File: config.mk
export PLATFORM = sky130hd
export DESIGN_NAME = ffstdp_sched
export DESIGN_NICKNAME = d
export VERILOG_FILES = /design/src/rtl/ffstdp_sched.sv
export SDC_FILE = /design/constraint.sdc
export NUM_CORES = 1
export LEC_CHECK = 0
export ABC_CLOCK_PERIOD_IN_PS = 1900
export CAP_MARGIN = 20
export CORE_MARGIN = 4
export CORE_UTILIZATION = 43
export DETAILED_ROUTE_END_ITERATION = 16
export GPL_ROUTABILITY_DRIVEN = 0
export PLACE_DENSITY_LB_ADDON = 0.1
export SYNTH_ARGS = -nofsm -noshare
export SYNTH_HDL_FRONTEND = slang
export SYNTH_SLANG_ARGS = --single-unit
File: constraint.sdc
create_clock -name CLK -period 1.9 [get_ports CLK]
set_input_delay 0.475 -clock CLK [delete_from_list [all_inputs] [get_ports CLK]]
set_output_delay 0.475 -clock CLK [all_outputs]
set_load 0.01 [all_outputs]
File: src/rtl/ffstdp_sched.sv
`default_nettype none
// ============================================================================
// Module      : ffstdp_sched
// Description : Synapse sweep scheduler for the STDP update engine. Walks
//               every (post, pre) synapse address through the shared SRAM
//               read port, then replays each address two cycles later as a
//               write strobe to the update datapath.
// Revision    : 1.0 - initial release
// ============================================================================
module ffstdp_sched #(
  parameter int PRE_NUM    = 256,
  parameter int POST_NUM   = 128,
  parameter int ADDR_WIDTH = $clog2(PRE_NUM) + $clog2(POST_NUM)
) (
  input  logic                                              CLK,
  input  logic                                              RST_N,
  input  logic                                              START,
  input  logic                                              ABORT,
  input  logic                                              GNT,
  input  logic                                              IS_TRAIN_IN,
  input  logic                                              IS_POS_IN,
  output logic                                              SRAM_RE,
  output logic [ADDR_WIDTH-1:0]                             SRAM_RADDR,
  output logic                                              SRAM_WE,
  output logic [ADDR_WIDTH-1:0]                             SRAM_WADDR,
  output logic                                              CTRL_TREF_EVENT,
  output logic                                              IS_TRAIN,
  output logic                                              IS_POS,
  output logic [$clog2(PRE_NUM)-1:0]                        PRE_IDX,
  output logic [((POST_NUM > 1) ? $clog2(POST_NUM) : 1)-1:0] POST_IDX,
  output logic                                              BUSY,
  output logic                                              DONE
);

  localparam int PRE_W  = $clog2(PRE_NUM);
  // A single postsynaptic neuron still needs a 1-bit counter to stay legal.
  localparam int POST_W = (POST_NUM > 1) ? $clog2(POST_NUM) : 1;
  localparam int FULL_W = PRE_W + POST_W;

  localparam logic [PRE_W-1:0]  PRE_LAST  = PRE_W'(PRE_NUM - 1);
  localparam logic [POST_W-1:0] POST_LAST = POST_W'(POST_NUM - 1);

  typedef enum logic [1:0] {
    IDLE  = 2'd0,
    RUN   = 2'd1,
    DRAIN = 2'd2,
    FIN   = 2'd3
  } state_t;

  state_t              state_q, state_d;
  logic [PRE_W-1:0]    pre_cnt_q, pre_cnt_d;
  logic [POST_W-1:0]   post_cnt_q, post_cnt_d;
  logic                is_train_q, is_train_d;
  logic                is_pos_q, is_pos_d;

  // Stage 1 tracks the read in flight to the SRAM, stage 2 the datapath
  // register; stage 2 directly drives the write-side outputs.
  logic                v1_q, v1_d;
  logic [FULL_W-1:0]   a1_q, a1_d;
  logic                v2_q, v2_d;
  logic [FULL_W-1:0]   a2_q, a2_d;

  logic                issue;
  logic                last_addr;
  logic [FULL_W-1:0]   raddr_full;

  assign raddr_full = {post_cnt_q, pre_cnt_q};
  assign last_addr  = (post_cnt_q == POST_LAST) && (pre_cnt_q == PRE_LAST);

  // Next-state, counter advance and configuration latch for the sweep FSM.
  always_comb begin
    state_d    = state_q;
    pre_cnt_d  = pre_cnt_q;
    post_cnt_d = post_cnt_q;
    is_train_d = is_train_q;
    is_pos_d   = is_pos_q;
    issue      = 1'b0;
    case (state_q)
      IDLE: begin
        if (START) begin
          state_d    = RUN;
          pre_cnt_d  = '0;
          post_cnt_d = '0;
          is_train_d = IS_TRAIN_IN;
          is_pos_d   = IS_POS_IN;
        end
      end
      RUN: begin
        if (GNT) begin
          issue     = 1'b1;
          pre_cnt_d = pre_cnt_q + 1'b1;
          if (pre_cnt_q == PRE_LAST) begin
            post_cnt_d = post_cnt_q + 1'b1;
          end
        end
        // An abort in a granted cycle still lets that cycle's read go out.
        if ((GNT && last_addr) || ABORT) begin
          state_d = DRAIN;
        end
      end
      DRAIN: begin
        // Nothing issues in DRAIN, so once stage 1 is empty both stages are
        // empty after this edge and FIN lines up with the last write + 1.
        if (!v1_q) begin
          state_d = FIN;
        end
      end
      FIN: begin
        state_d = IDLE;
      end
      default: begin
        state_d = IDLE;
      end
    endcase
  end

  // Read-to-write pipeline; it advances every cycle and never stalls on GNT.
  always_comb begin
    v1_d = issue;
    a1_d = issue ? raddr_full : a1_q;
    v2_d = v1_q;
    a2_d = v1_q ? a1_q : a2_q;
  end

  // State, counters, configuration and pipeline registers.
  always_ff @(posedge CLK) begin
    if (!RST_N) begin
      state_q    <= IDLE;
      pre_cnt_q  <= '0;
      post_cnt_q <= '0;
      is_train_q <= 1'b0;
      is_pos_q   <= 1'b0;
      v1_q       <= 1'b0;
      a1_q       <= '0;
      v2_q       <= 1'b0;
      a2_q       <= '0;
    end else begin
      state_q    <= state_d;
      pre_cnt_q  <= pre_cnt_d;
      post_cnt_q <= post_cnt_d;
      is_train_q <= is_train_d;
      is_pos_q   <= is_pos_d;
      v1_q       <= v1_d;
      a1_q       <= a1_d;
      v2_q       <= v2_d;
      a2_q       <= a2_d;
    end
  end

  assign SRAM_RE         = issue;
  assign SRAM_RADDR      = raddr_full[ADDR_WIDTH-1:0];
  assign SRAM_WE         = v2_q;
  assign CTRL_TREF_EVENT = v2_q;
  assign SRAM_WADDR      = a2_q[ADDR_WIDTH-1:0];
  assign PRE_IDX         = a2_q[PRE_W-1:0];
  assign POST_IDX        = a2_q[FULL_W-1:PRE_W];
  assign IS_TRAIN        = is_train_q;
  assign IS_POS          = is_pos_q;
  assign BUSY            = (state_q == RUN) || (state_q == DRAIN);
  assign DONE            = (state_q == FIN);

endmodule
`default_nettype wire

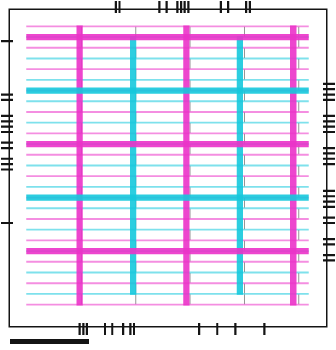
Run 1: PDN straps and rails
Scale bar: 20 µm. Pins as bars on the die edge. Tap cells in gray.
legend:
  cyan:
    net: VDD
  magenta:
    net: VSS
met4 straps: 5
signal pins: 59
met5 straps: 5
rows: 26
maximum vdd ir drop: 0.475 mV
Horiz. Die Dim: 80.3 µm

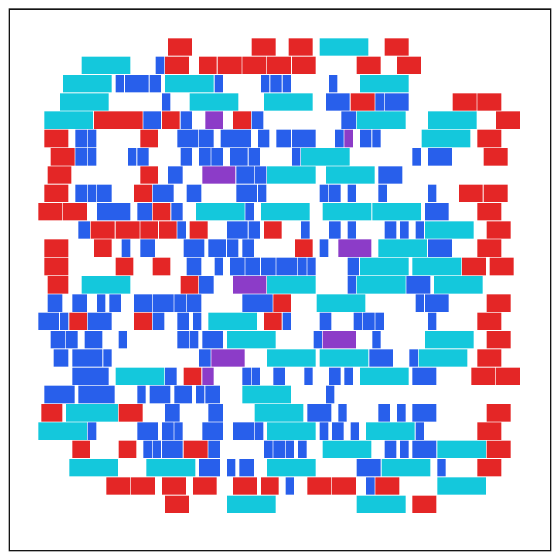
Run 1: placement by cell class
legend:
  blue:
    class: all other logic
    cells: 182
  cyan:
    class: flip-flops
    cells: 51
  purple:
    class: clock drivers and dummy loads
    cells: 8
  red:
    class: other buffers and delay cells
    cells: 83
count of standard-cell rows: 26
final non-filler cell area: 3040 µm²
Post-Route Utilization: 59.9%

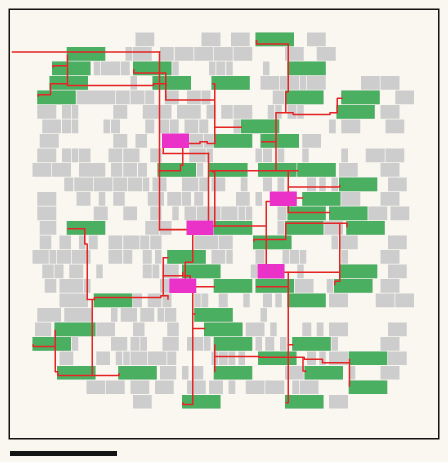
Run 1: clock distribution
Scale bar: 20 µm.
legend:
  green:
    item: flip-flops
    count: 51
  red:
    item: clock wires
    length: 569 µm
  magenta:
    item: cells driving clock nets
    count: 5
routed clock nets: 6
Clk. pwr: 0.605 mW
clock network latency to the later pin of the worst-skew pair: 0.30 ns
power share of the clock group: 23.8%
worst setup skew after layout: 0.00913 ns

-- run 1: worst paths after layout --
| check | startpoint | end | slack, ns | depth (start not counted) |
|---|---|---|---|---|
| max reg2reg | state_q[0]$_SDFFE_PN0P_ | post_cnt_q[3]$_SDFFE_PN0P_ | 0.12 | 6 |
| min reg2reg | a1_q[1]$_SDFFE_PN0P_ | a1_q[1]$_SDFFE_PN0P_ | 0.46 | 2 |
| max | GNT | post_cnt_q[4]$_SDFFE_PN0P_ | 0.02 | 7 |
| min | a1_q[1]$_SDFFE_PN0P_ | a1_q[1]$_SDFFE_PN0P_ | 0.46 | 2 |
-- run 1: per-layer routing --
layer  track usage (%)  vias up  part of all wire [%]
li1                  -     1001                     -
met1              22.8      886                    47
met2              28.8       52                    47
met5                 0        -                     0
met4              4.56        0                   1.2
met3              3.59        6                   5.4
-- run 1: state kept, by name, indices dropped and copies added, names as in the netlist --
| register | flops |
|---|---|
| pre_cnt_q | 8 |
| v1_q | 1 |
| state_q | 2 |
| CTRL_TREF_EVENT | 1 |
| a1_q | 15 |
| IS_TRAIN | 1 |
| SRAM_WADDR | 15 |
| post_cnt_q | 7 |
| IS_POS | 1 |
-- run 1: final cells by class --
class	count	area share, %
multi-input combinational	178	34.6
sequential	51	33.6
timing repair buffer	83	25.6
tap	70	2.88
clock buffer	6	2.39
inverter	4	0.494
clock inverter	2	0.412
-- run 1: through the flow --
stage	area, µm²	utilization, %
after floorplan	2250	-
after global placement	2940	57.9
after detailed placement	2940	57.9
after CTS	3020	59.5
after global routing	3040	59.9
final	3040	59.9
-- run 1: kinds of logic (layout without fill, tap and decap cells) --
family / count (synthesis) / in the layout
buffers and inverters: 32 / 95
XOR/XNOR: 6 / 6
flip-flops: 51 / 51
adder cells (fa/ha/maj): 6 / 6
AND/OR/NAND/NOR: 108 / 108
multiplexers: 17 / 17
AND-OR/OR-AND: 41 / 41
-- run 1: Yosys cell counts, drive strengths merged (2+ instances only) --
cell type and number:
clkbuf 8, nor2 25, xnor2 6, inv 4, nand4b 2, a21oi 25, buf 20, ha 6
nand2b 2, nor4 5, nor2b 5, dfxtp 51, o21a 2, nand4 6, nand3 9, nand2 43
or3 3, nor3b 2, o21ai 8, mux2i 17
-- run 1: power by group --
part	switching [mW]	total, mW	internal (mW)
Sequential	0.0275	1.14	1.11
Clock	0.347	0.605	0.258
Combinational	0.440	0.800	0.360
Total	0.815	2.54	1.73
-- run 1: critical path: stages --
cell and delay (ns):
sky130_fd_sc_hd__clkdlybuf4s50_1 0.50, sky130_fd_sc_hd__buf_4 0.15, sky130_fd_sc_hd__nor2b_1 0.06, sky130_fd_sc_hd__buf_4 0.13, sky130_fd_sc_hd__or3_1 0.31, sky130_fd_sc_hd__or3_1 0.34, sky130_fd_sc_hd__a21oi_2 0.14
-- run 1: what timing repair did --
item,CTS,global route
setup endpoints to repair,3,5
resized,3,7
hold endpoints to repair,0,0
==> Implementation_results.wiki, run 1 <==
== Metrics ==
{| class="wikitable"
! Metric !! Value
|-
| Antenna-violating nets left || 0
|-
| Diodes inserted || 0
|-
| Arrival time at the worst endpoint || 2.11 ns
|-
| Startpoint type of the worst setup path || input pin
|-
| Slew Limit Fails || 0
|-
| Number of synthesized register bits || 51
|-
| Minimum clock period after layout || 1.88 ns
|-
| Yosys xor share || 2.34%
|-
| Post-synth area from yosys stat || 2250 µm²
|-
| Maximum root-to-sink buffer count || 2
|-
| Total power per unit cell area || 837 nW/µm²
|-
| Number of distinct library cells after synthesis || 35
|-
| Clock edge transition at the registers on the reported setup and hold paths || 0.09 ns
|-
| Period utilisation layout || 98.8%
|-
| Adder-cell area share of the yosys netlist || 3.34%
|-
| Mux area share || 7.57%
|-
| Final layout net count || 336
|-
| Overall power || 2.54 mW
|-
| Run status || completed
|-
| Most instantiated logic cell after routing || sky130_fd_sc_hd__clkdlybuf4s50_1
|-
| Unrepaired setup endpoints after global routing || true
|-
| Tot GR Track Use || 17.4%
|-
| H-tree level count || 2
|-
| Number of endpoints failing setup at the final stage || 0
|-
| Final standard cell count with taps included and fillers excluded || 394
|-
| Number of global-route vias before repair || 1,824
|-
| Cell types occupying the most area after synthesis || sky130_fd_sc_hd__dfxtp_1, sky130_fd_sc_hd__mux2i_1, sky130_fd_sc_hd__nand2_1
|-
| Final-layout worst hold slack || 0.458 ns
|-
| Type of the tightest min-delay check || flip-flop to flip-flop
|-
| CP Data Required Time || 2.13 ns
|-
| Most area-hungry cell type in the Yosys netlist || sky130_fd_sc_hd__dfxtp_1
|-
| Sequential element share of the synthesized area || 45.4%
|-
| FP Util || 44.3%
|-
| Inserted Clock Buffers || 5
|-
| DIE AREA || 6450 µm²
|-
| Largest fanout on the critical path || 6
|-
| Type of element capturing the critical path || flip-flop
|-
| I/O pin cnt || 59
|-
| Number of cells in the design after placement || 386
|-
| Aggregate negative setup slack || 0 ns
|-
| Number of buffers added on ports || 58
|-
| Achievable Freq || 533 MHz
|-
| OpenROAD warning count || 30
|-
| Post-place setup slack || -0.269 ns
|-
| Worst-Margin Slew || 0.480 ns
|-
| Number of setup buffers added after CTS || 0
|-
| Dominant comb cell || simple AND/OR/NAND/NOR gates
|-
| Main flop type || sky130_fd_sc_hd__dfxtp_1
|-
| Violation tally from detailed-route iteration zero || 92
|-
| Compound-cell area share of the yosys netlist || 10.3%
|-
| Post-synthesis cell count from yosys || 261
|-
| Fill cells || 477
|-
| Synth Cell Area || 2250 µm²
|-
| TritonCTS clock tree || built
|-
| Register Area || 1020 µm²
|-
| Syn Inst Count || 261
|-
| Combined area of the multi-input logic cells || 1050 µm²
|-
| Asr flop ratio synth || 0%
|-
| Largest net degree at the start of global routing || 33
|-
| HPWL after detailed placement || 3860 µm
|-
| Final setup margin || 0.0226 ns
|-
| Max-cap violation count || 0
|}
==> inputs of run 2 (changes only) <==
RECOVER_POWER = 100   (was default)
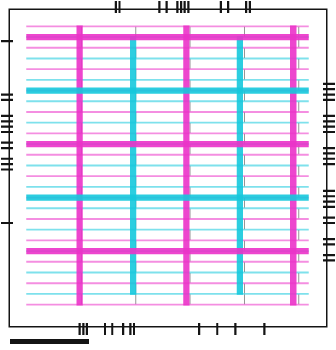
Run 2: PDN straps and rails
Scale bar: 20 µm. Pins as bars on the die edge. Tap cells in gray.
legend:
  cyan:
    net: VDD
  magenta:
    net: VSS
met5 straps: 5
signal pins: 59
rows: 26
Die Y-Extent: 80.3 µm
maximum vdd ir drop: 0.474 mV
area inside the core boundary: 5070 µm²

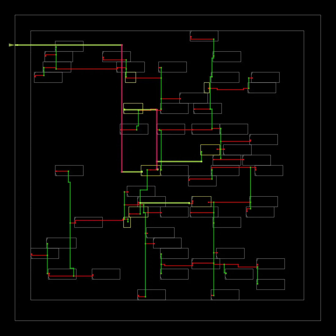
Run 2: clock nets
clock sink count: 51
Flop Count: 51
clock buffer count: 6
worst setup skew after layout: 0.00842 ns
Inserted Clock Buffers: 5

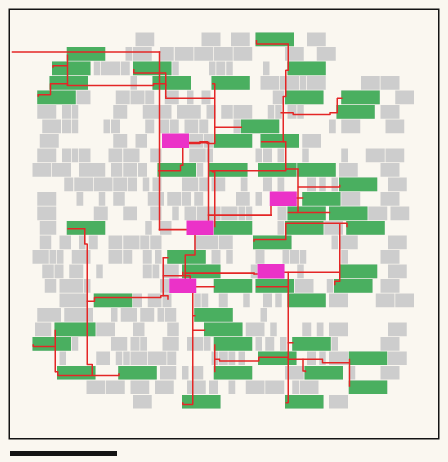
Run 2: clock distribution
Scale bar: 20 µm.
legend:
  magenta:
    item: cells driving clock nets
    count: 5
  green:
    item: flip-flops
    count: 51
  red:
    item: clock wires
    length: 573 µm
routed clock nets: 6
power share of the clock group: 24.3%

==> run 2 against run 1 <==
Compared with the run above: flip-flop count stayed put; cell area is 1.4% lower; critical path depth stayed put; die size stayed put; sequential share of layout area is 0.46 points higher; first-iteration DRC count is 12% higher; cell count stayed put; clock skew is 0.00071 ns lower; register-to-register slack hardly changed; largest cell class unchanged.
==> Implementation_results.wiki, run 2 <==
== Metrics ==
{| class="wikitable"
! Metric !! Value
|-
| Run status || completed
|-
| Total wirelength of the detailed-routed design || 5130 µm
|-
| Unrepaired setup endpoints after global routing || true
|-
| Slew Limit Fails || 0 (unchanged)
|-
| DIE AREA || 6450 µm² (unchanged)
|-
| Classification of the worst setup path || input pin to flip-flop
|-
| Cts-stage hold buffer count || 0
|-
| Slew Limit Headroom || 67.3%
|-
| Final setup margin || 0.0226 ns (-0.0000146 ns)
|-
| Sequential element share of the synthesized area || 45.4% (unchanged)
|-
| Asr flop ratio synth || 0% (unchanged)
|-
| I/O pin cnt || 59 (unchanged)
|-
| Maximum root-to-sink buffer count || 2 (unchanged)
|-
| Post-place setup slack || -0.269 ns (unchanged)
|-
| Post-Route Utilization || 59.1% (-0.81 points)
|-
| Horiz. Die Dim || 80.3 µm (unchanged)
|-
| DRC violations left || 0
|-
| Largest fanout on the critical path || 6 (unchanged)
|-
| Count of standard-cell rows || 26 (unchanged)
|-
| Drt wl/cell || 13.0 µm
|-
| HPWL after detailed placement || 3860 µm (unchanged)
|-
| Achievable Freq || 533 MHz (about the same)
|-
| Number of buffers added on ports || 58 (unchanged)
|-
| Final layout net count || 336 (unchanged)
|-
| Met3 wire length || 266 µm (-3.6%)
|-
| First-pass GRT wire length || 8850 µm
|-
| Post-synthesis cell count from yosys || 261 (unchanged)
|-
| Minimum clock period after layout || 1.88 ns (+0.0000146 ns)
|-
| Most instantiated logic cells after routing || sky130_fd_sc_hd__dfxtp_1, sky130_fd_sc_hd__nand2_1, sky130_fd_sc_hd__dlygate4sd3_1
|-
| Violation tally from detailed-route iteration zero || 103 (+12%)
|-
| Tot GR Track Use || 17.4% (unchanged)
|-
| OpenROAD warning count || 30 (unchanged)
|-
| Cell types occupying the most area after synthesis || sky130_fd_sc_hd__dfxtp_1, sky130_fd_sc_hd__mux2i_1, sky130_fd_sc_hd__nand2_1
|-
| Pre-antenna DRT Iters || 4
|-
| Final non-filler cell area || 3000 µm² (-1.4%)
|-
| Total power per unit cell area || 832 nW/µm² (-0.53%)
|-
| TritonCTS clock tree || built
|-
| Syn Inst Count || 261 (unchanged)
|-
| Arrival time at the worst endpoint || 2.11 ns (about the same)
|-
| Placed instance area || 2940 µm² (unchanged)
|-
| Startpoint type of the worst setup path || input pin
|-
| Sequential power share || 45.6% (+0.9 points)
|-
| Period utilisation layout || 98.8% (about the same)
|-
| Top cells by count || sky130_fd_sc_hd__dfxtp_1, sky130_fd_sc_hd__nand2_1, sky130_fd_sc_hd__a21oi_1, sky130_fd_sc_hd__nor2_1, sky130_fd_sc_hd__mux2i_1
|-
| Mapped Avg Cell Area || 8.61 µm²
|-
| Internal reg-to-reg setup slack || 0.12 ns (about the same)
|-
| Synth Cell Area || 2250 µm² (unchanged)
|-
| Number of synthesized register bits || 51 (unchanged)
|-
| H-tree level count || 2 (unchanged)
|-
| Metal-1 WL || 2360 µm (-1.5%)
|-
| Most instantiated logic cell after routing || sky130_fd_sc_hd__dfxtp_1
|-
| Largest net degree at the start of global routing || 33 (unchanged)
|-
| Post-DR vias/cell || 4.95
|-
| Static leakage power || 1.18 nW
|-
| Synth warn || 0
|-
| Gate power share || 30.2% (-1.3 points)
|-
| CP Data Required Time || 2.14 ns (about the same)
|-
| Share of Yosys cell area claimed by the top area cell type || 45.4%
|-
| Number of antenna violations at the first check in global routing || 0
|-
| Antenna-violating nets left || 0 (unchanged)
|-
| Number of endpoints failing setup at the final stage || 0 (unchanged)
|-
| FP Util || 44.3% (unchanged)
|-
| Aggregate negative setup slack || 0 ns (unchanged)
|-
| Layout cells sized above 1 || 10.2%
|-
| Clk Tree Root Cell || sky130_fd_sc_hd__clkbuf_8
|-
| Clock edge transition at the registers on the reported setup and hold paths || 0.09 ns (about the same)
|-
| Clock network latency to the later pin of the worst-skew pair || 0.30 ns (about the same)
|-
| Met2 wire length || 2440 µm (+0.87%)
|-
| Max-cap violation count || 0 (unchanged)
|-
| Floorplan net count || 274
|-
| Most popular library cell in the synthesized design by count || sky130_fd_sc_hd__dfxtp_1
|-
| Total count of hold-check failures in the final report || 0
|-
| Number of enable-type register cells in the synthesized netlist || 0
|-
| Main flop type || sky130_fd_sc_hd__dfxtp_1
|-
| Uppermost metal layer occupied by signal nets || met4
|-
| Most area-hungry cell type in the Yosys netlist || sky130_fd_sc_hd__dfxtp_1
|-
| Via count || 1,949
|-
| Diodes inserted || 0 (unchanged)
|-
| Type of the tightest min-delay check || flip-flop to flip-flop
|-
| Power dissipated by switching net loads || 0.811 mW (-0.52%)
|-
| Number of distinct library cells after synthesis || 35 (unchanged)
|-
| Internal cell power || 1.68 mW (-2.5%)
|-
| Post-synth area from yosys stat || 2250 µm² (unchanged)
|-
| Switching power share of the total || 32.5% (+0.44 points)
|-
| Worst-Margin Slew || 0.485 ns (+0.00568 ns)
|-
| Number of global-route vias before repair || 1,824 (unchanged)
|-
| Type of element capturing the critical path || flip-flop
|-
| Overall power || 2.50 mW (-1.9%)
|-
| Layout-stage area growth over the synthesis result || 33.3%
|-
| Total gr overflow || 0
|}
==> run 2: cell count changes in the layout (fill, tap and decap cells not counted), sizes merged <==
| cell | previous run | this run |
|---|---|---|
| clkdlybuf4s50 | 55 | 14 |
| dlygate4sd3 | 0 | 41 |
| buf | 25 | 14 |
| clkbuf | 6 | 17 |
==> run 2: path summary, 6_finish.rpt <==
| path | depth (start not counted) | startpoint | endpoint |
|---|---|---|---|
| max | 7 | GNT | post_cnt_q[4]$_SDFFE_PN0P_ |
| min | 2 | a1_q[3]$_SDFFE_PN0P_ | a1_q[3]$_SDFFE_PN0P_ |
| max reg2reg | 6 | state_q[0]$_SDFFE_PN0P_ | post_cnt_q[3]$_SDFFE_PN0P_ |
| min reg2reg | 2 | a1_q[3]$_SDFFE_PN0P_ | a1_q[3]$_SDFFE_PN0P_ |
==> run 2: critical path, stage by stage <==
cell,delay [ns]
sky130_fd_sc_hd__clkdlybuf4s50_1,0.50
sky130_fd_sc_hd__buf_4,0.15
sky130_fd_sc_hd__nor2b_1,0.07
sky130_fd_sc_hd__buf_4,0.14
sky130_fd_sc_hd__or3_1,0.31
sky130_fd_sc_hd__or3_1,0.34
sky130_fd_sc_hd__a21oi_2,0.14
==> run 2: power by group through the flow <==
| stage | logic, mW | registers (mW) | clock network (mW) |
|---|---|---|---|
| after floorplan | 0.443 | 1.17 | 0 |
| after global placement | 0.785 | 1.16 | 0 |
| after detailed placement | 0.790 | 1.16 | 0 |
| after CTS | 0.775 | 1.14 | 0.621 |
| after global routing | 0.844 | 1.14 | 0.672 |
| final | 0.753 | 1.14 | 0.605 |
==> run 2: final cells by class <==
| class | instances | area, µm² |
|---|---|---|
| Fill cell | 488 | 2080 |
| Multi-Input combinational cell | 178 | 1050 |
| Sequential cell | 51 | 1020 |
| Timing Repair Buffer | 83 | 737 |
| Tap cell | 70 | 87.6 |
| Clock buffer | 6 | 72.6 |
| Inverter | 4 | 15.0 |
| Clock inverter | 2 | 12.5 |
==> run 2: cell families (layout without fill, tap and decap cells) <==
family	count (synthesis)	count (layout)	share of synthesized area, %
AOI/OAI and AO/OA	41	41	10.3
buffers and inverters	32	95	8.51
DFF	51	51	45.4
muxes	17	17	7.57
adders and majority gates	6	6	3.34
xor gates and xnor gates	6	6	2.34
and+or+nand+nor	108	108	22.5
==> run 2: per-layer routing <==
metal,vias up,GRT usage (%)
met5,-,0
met4,0,4.56
met3,7,3.59
met2,52,28.8
met1,886,22.8
li1,1004,-
==> run 2: what timing repair did <==
action | in CTS | in global routing
buffers inserted | 0 | 0
resized | 3 | 7
endpoints found under the setup margin | 3 | 5
==> run 2: stage by stage <==
step | hold WS (ns) | std cells
floorplan | 0.436 | 261
global placement | 0.443 | 386
detailed placement | 0.448 | 386
CTS | 0.461 | 394
global route | 0.482 | 394
finish | 0.459 | 394
Power is estimated from default activity; no workload was simulated.
